File: src/rtl/prog_loader_if.sv
`default_nettype none
// ============================================================================
// prog_loader_if : byte-stream receive handshake plus instruction-memory write
//                  port of the program loader.
// Revision 1.0
// ============================================================================
interface prog_loader_if #(
  parameter int unsigned ADDR_W = 10
);
  logic [7:0]        rx_data;
  logic              rx_valid;
  logic              rx_ready;
  logic              mem_we;
  logic [ADDR_W-1:0] mem_addr;
  logic [15:0]       mem_wdata;

  modport master (
    output rx_data, rx_valid,
    input  rx_ready, mem_we, mem_addr, mem_wdata
  );

  modport slave (
    input  rx_data, rx_valid,
    output rx_ready, mem_we, mem_addr, mem_wdata
  );
endinterface
`default_nettype wire

File: src/rtl/prog_loader.sv
`default_nettype none
// ============================================================================
// prog_loader : loads a MAGIC/CNT-framed byte image into instruction memory as
//               big-endian 16-bit words; holds the CPU in reset while loading.
// Optional trailing XOR checksum byte: define PROG_LOADER_CHECKSUM_EN.
// Revision 1.0
// ============================================================================
module prog_loader #(
  parameter int unsigned ADDR_W = 10,
  parameter logic [7:0]  MAGIC  = 8'hA5
) (
  input  logic         clk,
  input  logic         rst_n,
  input  logic         start,
  prog_loader_if.slave bus,
  output logic         cpu_hold,
  output logic         busy,
  output logic         done,
  output logic         err
);

  localparam int unsigned CNT_W     = ADDR_W + 1;
  localparam int unsigned MAX_WORDS = 2 ** ADDR_W;

  localparam logic [3:0] S_IDLE       = 4'd0;
  localparam logic [3:0] S_HDR_MAGIC  = 4'd1;
  localparam logic [3:0] S_HDR_CNT_HI = 4'd2;
  localparam logic [3:0] S_HDR_CNT_LO = 4'd3;
  localparam logic [3:0] S_WORD_HI    = 4'd4;
  localparam logic [3:0] S_WORD_LO    = 4'd5;
  localparam logic [3:0] S_DONE       = 4'd6;
  localparam logic [3:0] S_ERR        = 4'd7;
`ifdef PROG_LOADER_CHECKSUM_EN
  localparam logic [3:0] S_CHK        = 4'd8;
  localparam logic [3:0] S_TAIL       = S_CHK;
`else
  localparam logic [3:0] S_TAIL       = S_DONE;
`endif

  logic [3:0]        state_q, state_d;
  logic [7:0]        hi_q, hi_d;
  logic [CNT_W-1:0]  cnt_q, cnt_d;
  logic [CNT_W-1:0]  words_q, words_d;
  logic              mem_we_q, mem_we_d;
  logic [ADDR_W-1:0] mem_addr_q, mem_addr_d;
  logic [15:0]       mem_wdata_q, mem_wdata_d;
  logic              active_q, active_d;
  logic              cpu_hold_q, cpu_hold_d;
  logic              done_q, done_d;
  logic              err_q, err_d;
`ifdef PROG_LOADER_CHECKSUM_EN
  logic [7:0]        chk_q, chk_d;
`endif

  logic              w_hs;
  logic [15:0]       w_cnt;
  logic [CNT_W-1:0]  w_words_inc;

  assign w_hs        = bus.rx_valid & active_q;
  assign w_cnt       = {hi_q, bus.rx_data};
  assign w_words_inc = words_q + CNT_W'(1);

  always_comb begin
    state_d     = state_q;
    hi_d        = hi_q;
    cnt_d       = cnt_q;
    words_d     = words_q;
    mem_we_d    = 1'b0;
    mem_wdata_d = mem_wdata_q;
    // The address advances in the cycle after its write strobe.
    mem_addr_d  = mem_we_q ? (mem_addr_q + ADDR_W'(1)) : mem_addr_q;
`ifdef PROG_LOADER_CHECKSUM_EN
    chk_d       = chk_q;
`endif

    case (state_q)
      S_IDLE, S_DONE, S_ERR: begin
        if (start) begin
          state_d    = S_HDR_MAGIC;
          mem_addr_d = '0;
          words_d    = '0;
          cnt_d      = '0;
`ifdef PROG_LOADER_CHECKSUM_EN
          chk_d      = 8'h00;
`endif
        end
      end
      S_HDR_MAGIC: begin
        if (w_hs) state_d = (bus.rx_data == MAGIC) ? S_HDR_CNT_HI : S_ERR;
      end
      S_HDR_CNT_HI: begin
        if (w_hs) begin
          hi_d    = bus.rx_data;
          state_d = S_HDR_CNT_LO;
        end
      end
      S_HDR_CNT_LO: begin
        if (w_hs) begin
          cnt_d = w_cnt[CNT_W-1:0];
          if (32'(w_cnt) > MAX_WORDS) state_d = S_ERR;
          else if (w_cnt == 16'd0)    state_d = S_TAIL;
          else                        state_d = S_WORD_HI;
        end
      end
      S_WORD_HI: begin
        if (w_hs) begin
          hi_d    = bus.rx_data;
          state_d = S_WORD_LO;
        end
      end
      S_WORD_LO: begin
        if (w_hs) begin
          mem_we_d    = 1'b1;
          mem_wdata_d = {hi_q, bus.rx_data};
          words_d     = w_words_inc;
          state_d     = (w_words_inc == cnt_q) ? S_TAIL : S_WORD_HI;
        end
      end
`ifdef PROG_LOADER_CHECKSUM_EN
      S_CHK: begin
        if (w_hs) state_d = (bus.rx_data == chk_q) ? S_DONE : S_ERR;
      end
`endif
      default: state_d = S_IDLE;
    endcase

`ifdef PROG_LOADER_CHECKSUM_EN
    if (w_hs && (state_q == S_HDR_CNT_HI || state_q == S_HDR_CNT_LO ||
                 state_q == S_WORD_HI    || state_q == S_WORD_LO))
      chk_d = chk_q ^ bus.rx_data;
`endif

    // Status outputs are registered from the next state so they are glitch-free.
    active_d   = (state_d != S_IDLE) && (state_d != S_DONE) && (state_d != S_ERR);
    cpu_hold_d = (state_d != S_IDLE) && (state_d != S_DONE);
    done_d     = (state_d == S_DONE);
    err_d      = (state_d == S_ERR);
  end

  always_ff @(posedge clk or negedge rst_n) begin
    if (!rst_n) begin
      state_q     <= S_IDLE;
      hi_q        <= 8'h00;
      cnt_q       <= '0;
      words_q     <= '0;
      mem_we_q    <= 1'b0;
      mem_addr_q  <= '0;
      mem_wdata_q <= 16'h0000;
      active_q    <= 1'b0;
      cpu_hold_q  <= 1'b0;
      done_q      <= 1'b0;
      err_q       <= 1'b0;
`ifdef PROG_LOADER_CHECKSUM_EN
      chk_q       <= 8'h00;
`endif
    end else begin
      state_q     <= state_d;
      hi_q        <= hi_d;
      cnt_q       <= cnt_d;
      words_q     <= words_d;
      mem_we_q    <= mem_we_d;
      mem_addr_q  <= mem_addr_d;
      mem_wdata_q <= mem_wdata_d;
      active_q    <= active_d;
      cpu_hold_q  <= cpu_hold_d;
      done_q      <= done_d;
      err_q       <= err_d;
`ifdef PROG_LOADER_CHECKSUM_EN
      chk_q       <= chk_d;
`endif
    end
  end

  assign bus.rx_ready  = active_q;
  assign bus.mem_we    = mem_we_q;
  assign bus.mem_addr  = mem_addr_q;
  assign bus.mem_wdata = mem_wdata_q;
  assign busy          = active_q;
  assign cpu_hold      = cpu_hold_q;
  assign done          = done_q;
  assign err           = err_q;

endmodule
`default_nettype wire

File: src/flat_wrapper.sv
// flat-port wrapper written by rule: the top's interface ports become plain ports
module prog_loader_flat 
#(
  parameter int unsigned ADDR_W = 10,
  parameter logic [7:0]  MAGIC  = 8'hA5
)
  (clk, rst_n, start, cpu_hold, busy, done, err, bus_rx_data, bus_rx_valid, bus_rx_ready, bus_mem_we, bus_mem_addr, bus_mem_wdata);
  prog_loader_if #(.ADDR_W(ADDR_W)) bus_i ();
  input  logic clk;
  input  logic rst_n;
  input  logic start;
  output logic cpu_hold;
  output logic busy;
  output logic done;
  output logic err;
  input wire logic [$bits(bus_i.rx_data)-1:0] bus_rx_data;
  input wire logic [$bits(bus_i.rx_valid)-1:0] bus_rx_valid;
  output wire logic [$bits(bus_i.rx_ready)-1:0] bus_rx_ready;
  output wire logic [$bits(bus_i.mem_we)-1:0] bus_mem_we;
  output wire logic [$bits(bus_i.mem_addr)-1:0] bus_mem_addr;
  output wire logic [$bits(bus_i.mem_wdata)-1:0] bus_mem_wdata;
  assign bus_i.rx_data = bus_rx_data;
  assign bus_i.rx_valid = bus_rx_valid;
  assign bus_rx_ready = bus_i.rx_ready;
  assign bus_mem_we = bus_i.mem_we;
  assign bus_mem_addr = bus_i.mem_addr;
  assign bus_mem_wdata = bus_i.mem_wdata;
  prog_loader #(.ADDR_W(ADDR_W), .MAGIC(MAGIC)) u_core (.clk(clk), .rst_n(rst_n), .start(start), .bus(bus_i), .cpu_hold(cpu_hold), .busy(busy), .done(done), .err(err));
endmodule
File: config.mk
export PLATFORM = sky130hd
export DESIGN_NAME = prog_loader_flat
export DESIGN_NICKNAME = d
export VERILOG_FILES = /design/src/rtl/prog_loader_if.sv /design/src/rtl/prog_loader.sv /design/src/flat_wrapper.sv
export SDC_FILE = /design/constraint.sdc
export NUM_CORES = 1
export LEC_CHECK = 0
export CAP_MARGIN = 20
export CELL_PAD_IN_SITES_DETAIL_PLACEMENT = 0
export CELL_PAD_IN_SITES_GLOBAL_PLACEMENT = 1
export CORE_AREA = 2 2 100 102
export DETAILED_ROUTE_END_ITERATION = 10
export DIE_AREA = 0 0 102 104
export GPL_TIMING_DRIVEN = 0
export PLACE_DENSITY = 0.77
export SLEW_MARGIN = 20
export SYNTH_ARGS = -nofsm -noshare
export SYNTH_HDL_FRONTEND = slang
export SYNTH_SLANG_ARGS = --single-unit
File: constraint.sdc
create_clock -name clk -period 3.1 [get_ports clk]
set_clock_uncertainty 0.15 [all_clocks]
set_input_delay 0.62 -clock clk [delete_from_list [all_inputs] [get_ports clk]]
set_output_delay 0.62 -clock clk [all_outputs]
set_load 0.01 [all_outputs]
==> impl.org <==
#+TITLE: Synthesis and PnR summary

** Timing
- Top achievable clock speed :: 356 MHz
- Number of hold violations in the final report :: 0
- The tightest hold path in the finished design has a slack of 0.0236 ns.

** Yosys
- Gate Count Post-Synth :: 356
- The post-synth count of flops with an enable pin is 0.
- Distinct cell type count of the synthesized netlist :: 52
- Share of synthesized area occupied by flip-flops and latches :: 49.4%
- Xor/xnor share of the synthesized area :: 6.92%
- The cell-mix breakdown from Yosys lists the compound-gate area share as 12.0%.

** Status
- The flow ran to the end, and the final reports show no timing, DRC or antenna violations.

** Power and ir drop
- Cell internal power was estimated by the tool at 1460 uW.
- Proportion of power drawn by combinational gates :: 10.9%
- In the power breakdown, the biggest contributor is registers.

** Critical path
- The arrival time of data at the worst endpoint is listed as 2.87 ns.
- Critical R2R Capture :: u_core.words_q[9]
- Startpoint type of the worst setup path :: input pin
- CP Class :: input pin to flop
- Levels on crit path :: 8

** Layout
- Registers represent a cell area share of 39.4%.
- Per the layout report, the design carries 6 non-clock inverters.
- Area delta synth->final :: 25.4%
- The final report lists a non-filler cell total of 549.
- For this run, the share of the core covered by cells in the final layout is 43.2%.
- Layout cell share with drive strength beyond 1 :: 10.1%

** Flow run
- Max-capacitance violation count :: 0

** Floorplanning
- According to the floorplan log, the row count is 36.
- The region available for standard cell placement spans 9550 um2.
- Measured along the x axis, the die boundary spans 102 um.

** Routing
- The final layout contains routed wiring with a total length of 7.81 mm.
- Met3 Wirelength :: 259 um
- Once detail routing completed, the nets flagged for antenna violations numbered 0.

** Worst hold path
- Checking hold timing, the worst path is listed with class input pin to async pin.

** Global routing
- Gr usage total :: 16.0%
- Initial antenna violation count :: 0
- In the global route stage, met3 resource usage came out at 3.90%.

** Placed design
- Routability-driven placement finished with a final weighted congestion of 0.874.
- Placed cell area :: 3900 um2
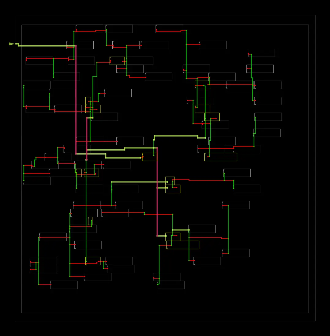
*Clock nets*
number of flip-flops and latches: 65
power in the clock group: 806 uW

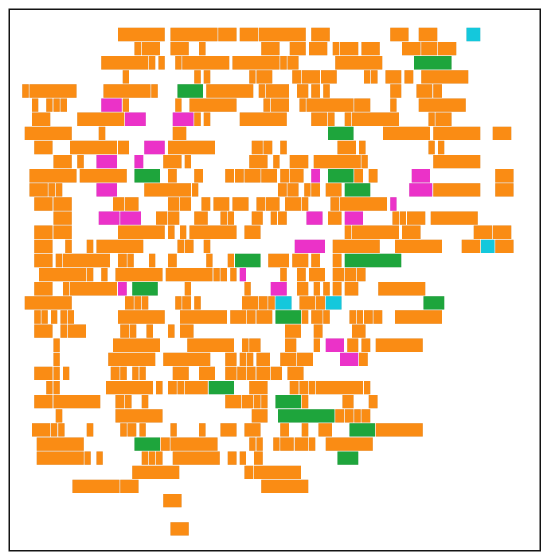
*Drive-strength map*
legend:
  cyan:
    size: drive 3 to 4
    cells: 4
    most_used: buf_4
  green:
    size: drive 6 and up
    cells: 17
    most_used: clkbuf_8
  orange:
    size: drive 1 or less
    cells: 374
    most_used: nand2_1
  magenta:
    size: drive 2
    cells: 21
    most_used: mux2_2
Non-CTS buffers: 61
worst-case setup margin in the final layout: 0.291 ns

Power figures rest on the tool's default switching activity, not on a simulated workload.
